Fig. 1: gate-type map
Bar = 10 µm.
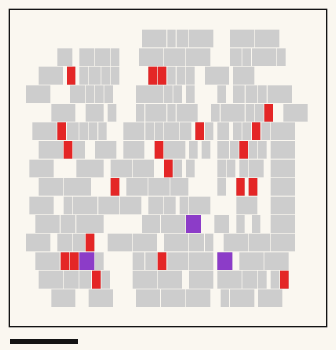
Fig. 2: routed metal, one color a layer
Bar = 10 µm.
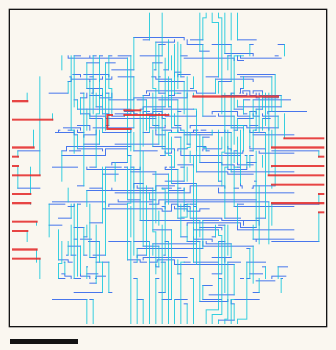
Fig. 3: congestion heat map
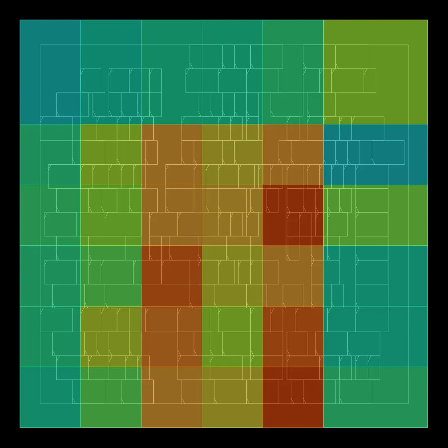
Fig. 4: nets reached from selected ports
Bar = 10 µm.
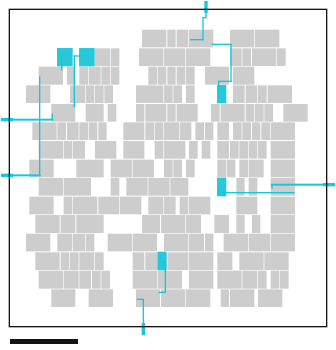
**config.mk**
```make
export PLATFORM = sky130hd
export DESIGN_NAME = stall_detect_unit
export DESIGN_NICKNAME = d
export VERILOG_FILES = /design/src/rtl/stall_detect_unit.sv
export SDC_FILE = /design/constraint.sdc
export NUM_CORES = 1
export LEC_CHECK = 0
export ABC_AREA = 1
export CAP_MARGIN = 25
export CORE_MARGIN = 2
export CORE_UTILIZATION = 39
export DETAILED_ROUTE_END_ITERATION = 8
export PLACE_DENSITY = 0.9
export REMOVE_ABC_BUFFERS = 1
export SLEW_MARGIN = 40
export SYNTH_ARGS = -nofsm -noshare
export SYNTH_HDL_FRONTEND = slang
export SYNTH_SLANG_ARGS = --single-unit
```
**constraint.sdc**
```tcl
create_clock -name vclk -period 6.65
set_input_delay 1.995 -clock vclk [all_inputs]
set_output_delay 1.995 -clock vclk [all_outputs]
set_load 0.01 [all_outputs]
```
**src/rtl/stall_detect_unit.sv**
```systemverilog
// Branch/load-use hazard detector for the 5-stage MIPS-subset pipeline.
// Define STALL_COUNT_EN to add saturating stall-cycle counters for performance monitoring.
module stall_detect_unit #(
    parameter int unsigned CNT_W = 16
) (
    input  logic       clk,
    input  logic       rst,
    input  logic [5:0] EXop,
    input  logic [4:0] EXrd,
    input  logic [4:0] EXrs,
    input  logic [4:0] EXrt,
    input  logic [5:0] IDop,
    input  logic [4:0] IDrs,
    input  logic [4:0] IDrt,
    input  logic [5:0] MEMop,
    input  logic [4:0] MEMrt,
    output logic       IDstall,
    output logic       EXstall
`ifdef STALL_COUNT_EN
    ,
    output logic [CNT_W-1:0] id_stall_cnt,
    output logic [CNT_W-1:0] ex_stall_cnt
`endif
);

    localparam logic [5:0] OpRtype = 6'b000000;
    localparam logic [5:0] OpLw    = 6'b100011;
    localparam logic [5:0] OpSw    = 6'b101011;
    localparam logic [5:0] OpBeq   = 6'b000100;
    localparam logic [5:0] OpBne   = 6'b000101;
    localparam logic [5:0] OpAddi  = 6'b001000;
    localparam logic [5:0] OpSlti  = 6'b001010;

    logic       ex_dst_vld;
    logic [4:0] ex_dst;
    logic       id_is_branch;
    logic       mem_load_vld;
    logic       ex_uses_rs;
    logic       ex_uses_rt;

    always_comb begin
        ex_dst_vld = 1'b0;
        ex_dst     = 5'd0;
        unique case (EXop)
            OpRtype: begin
                ex_dst_vld = 1'b1;
                ex_dst     = EXrd;
            end
            OpLw, OpAddi, OpSlti: begin
                ex_dst_vld = 1'b1;
                ex_dst     = EXrt;
            end
            default: ;
        endcase
    end

    always_comb begin
        id_is_branch = (IDop == OpBeq) || (IDop == OpBne);
        mem_load_vld = (MEMop == OpLw) && (MEMrt != 5'd0);
        ex_uses_rs   = (EXop == OpRtype) || (EXop == OpLw) || (EXop == OpSw) ||
                       (EXop == OpAddi) || (EXop == OpSlti);
        // SW store data in rt is forwarded late, so only R-type reads rt early enough to stall.
        ex_uses_rt   = (EXop == OpRtype);

        IDstall = id_is_branch &&
                  ((ex_dst_vld && (ex_dst != 5'd0) && ((ex_dst == IDrs) || (ex_dst == IDrt))) ||
                   (mem_load_vld && ((MEMrt == IDrs) || (MEMrt == IDrt))));

        EXstall = mem_load_vld &&
                  ((ex_uses_rs && (MEMrt == EXrs)) || (ex_uses_rt && (MEMrt == EXrt)));
    end

`ifdef STALL_COUNT_EN
    localparam logic [CNT_W-1:0] CntOne = CNT_W'(1);

    logic [CNT_W-1:0] id_cnt_q;
    logic [CNT_W-1:0] ex_cnt_q;

    always_ff @(posedge clk or posedge rst) begin
        if (rst) begin
            id_cnt_q <= '0;
            ex_cnt_q <= '0;
        end else begin
            if (IDstall && (id_cnt_q != '1)) begin
                id_cnt_q <= id_cnt_q + CntOne;
            end
            if (EXstall && (ex_cnt_q != '1)) begin
                ex_cnt_q <= ex_cnt_q + CntOne;
            end
        end
    end

    assign id_stall_cnt = id_cnt_q;
    assign ex_stall_cnt = ex_cnt_q;
`else
    logic unused_clk_rst;
    assign unused_clk_rst = clk ^ rst;
`endif

endmodule

```
==> impl_metrics.env <==
# implementation run metrics
export IMPL_status="finished clean"
export IMPL_cp_slowest_cell="sky130_fd_sc_hd__clkdlybuf4s50_1"
export IMPL_flops=0
export IMPL_iteration_0_drc_markers=18
export IMPL_antennaDiodeCount=0
export IMPL_final_critical_path_setup_slack_ns=0.531
export IMPL_setup_viol=0
export IMPL_tightest_hold_check_type="input port to output pin"
export IMPL_synth_largest_type_area_fraction_pct=23.1
export IMPL_die_height_um=46.4
export IMPL_cp_num_buf_inv=3
export IMPL_synth_yosys_warnings=0
export IMPL_yosys_dominant_comb_family="simple AND/OR/NAND/NOR gates"
export IMPL_layout_top_cells_excl_fill_tap="sky130_fd_sc_hd__clkdlybuf4s50_1 (49), sky130_fd_sc_hd__nand2_1 (43), sky130_fd_sc_hd__inv_1 (19)"
export IMPL_setup_repair_after_global_routing_missed_its_margin="false"
export IMPL_routed_via_count_divided_by_cell_count=4.84
export IMPL_warnings=35
export IMPL_detailed_place_area_um2=1210
export IMPL_powerDensity_nw_per_um2=49.6
export IMPL_critPathKind="input port to output pin"
export IMPL_min_period_ns=6.12
export IMPL_yosys_area_share_simple_pct=59.6
export IMPL_cts_setup_buffers=0
export IMPL_hold_viol=0
export IMPL_max_vdd_ir_drop_mv=0.0309
export IMPL_grt_pass1_vias=925
export IMPL_worstHoldStart="IDop[2]"
export IMPL_worstPathArrival_ns=4.12
export IMPL_postSynthAreaPerCell_um2=5.22
export IMPL_route_met2_wl_mm=1.19
export IMPL_path_cells="clkdlybuf4s50_1, nor2_1, nand3_2, inv_2, nand2_2, nand2_2, nand2_1, nand2_1, nand2_1, nor2_1, nand2_1, nand2_1, nand2_1, a21oi_2, clkdlybuf4s50_1"
export IMPL_avgRoutedWirePerCell_um=10.8
export IMPL_pin_slew_with_the_least_headroom_to_its_limit_ns=0.322
export IMPL_largest_area_cell="sky130_fd_sc_hd__nand2_1"
export IMPL_ys_seq_share_pct=0
export IMPL_vias=992
export IMPL_critPathLaunch="EXop[2]"
export IMPL_muxShareOfSynthArea_pct=0
export IMPL_max_clock_freq_mhz=163
export IMPL_globalRoute_totalOverflow=0
export IMPL_total_number_of_placement_rows=15
export IMPL_setup_tns_ns=0
export IMPL_report_final_slew_viol_count=0
export IMPL_crit_end="IDstall"
export IMPL_ys_chip_area_um2=699
export IMPL_holdWs_ns=4.98
export IMPL_routed_wl_mm=2.21
export IMPL_wl_met1_um=913
export IMPL_final_instance_area_um2=1210
About Fig. 1:
inverters -> red  # cells 20, most used inv_1
AND and OR gates -> purple  # cells 3, most used or2_2
Comb/total area: 50.7%
most common logic cell in the routed design: sky130_fd_sc_hd__clkdlybuf4s50_1
count of placed standard cells in the final layout, fillers left out: 205

About Fig. 2:
met2 -> cyan  # wire length 1190 µm
met1 -> blue  # wire length 914 µm
met3 -> red  # wire length 107 µm

About Fig. 3:
GR Util met3: 0.392%
layer with the highest usage after global routing: met2
final design utilization: 70.8%
Total GRT Usage: 21.0%
grt met1 use: 23.7%

About Fig. 4:
EXrd -> cyan  # bits 5, direction input, end cells 5, buffers 5, wire 83.5 µm
count of buffers from port buffering: 49
# IOs: 52

power breakdown:
part           leakage (nW)  total, mW  internal (mW)  switching (mW)
combinational         0.578     0.0600         0.0359          0.0241
clock                     0          0              0               0
sequential                0          0              0               0
total                 0.578     0.0600         0.0359          0.0241
area by class of cell:
class | count | area (µm²)
fill | 147 | 498
tap | 25 | 31.3
inverter | 20 | 75.1
timing repair buffer | 49 | 490
multi-input combinational | 111 | 613
kinds of logic (layout without fill, tap and decap cells):
group	Yosys count	count (layout)
AND/OR/NAND/NOR	88	88
buffers and inverters	23	69
AND-OR/OR-AND	10	10
XOR/XNOR	13	13
worst min-delay path: cells and delay by family:
family | cells | cell delay, ns
buf+inv | 2 | 0.87
simple gates | 1 | 0.10
compound gates | 1 | 0.03
Power is estimated from default activity; no workload was simulated.
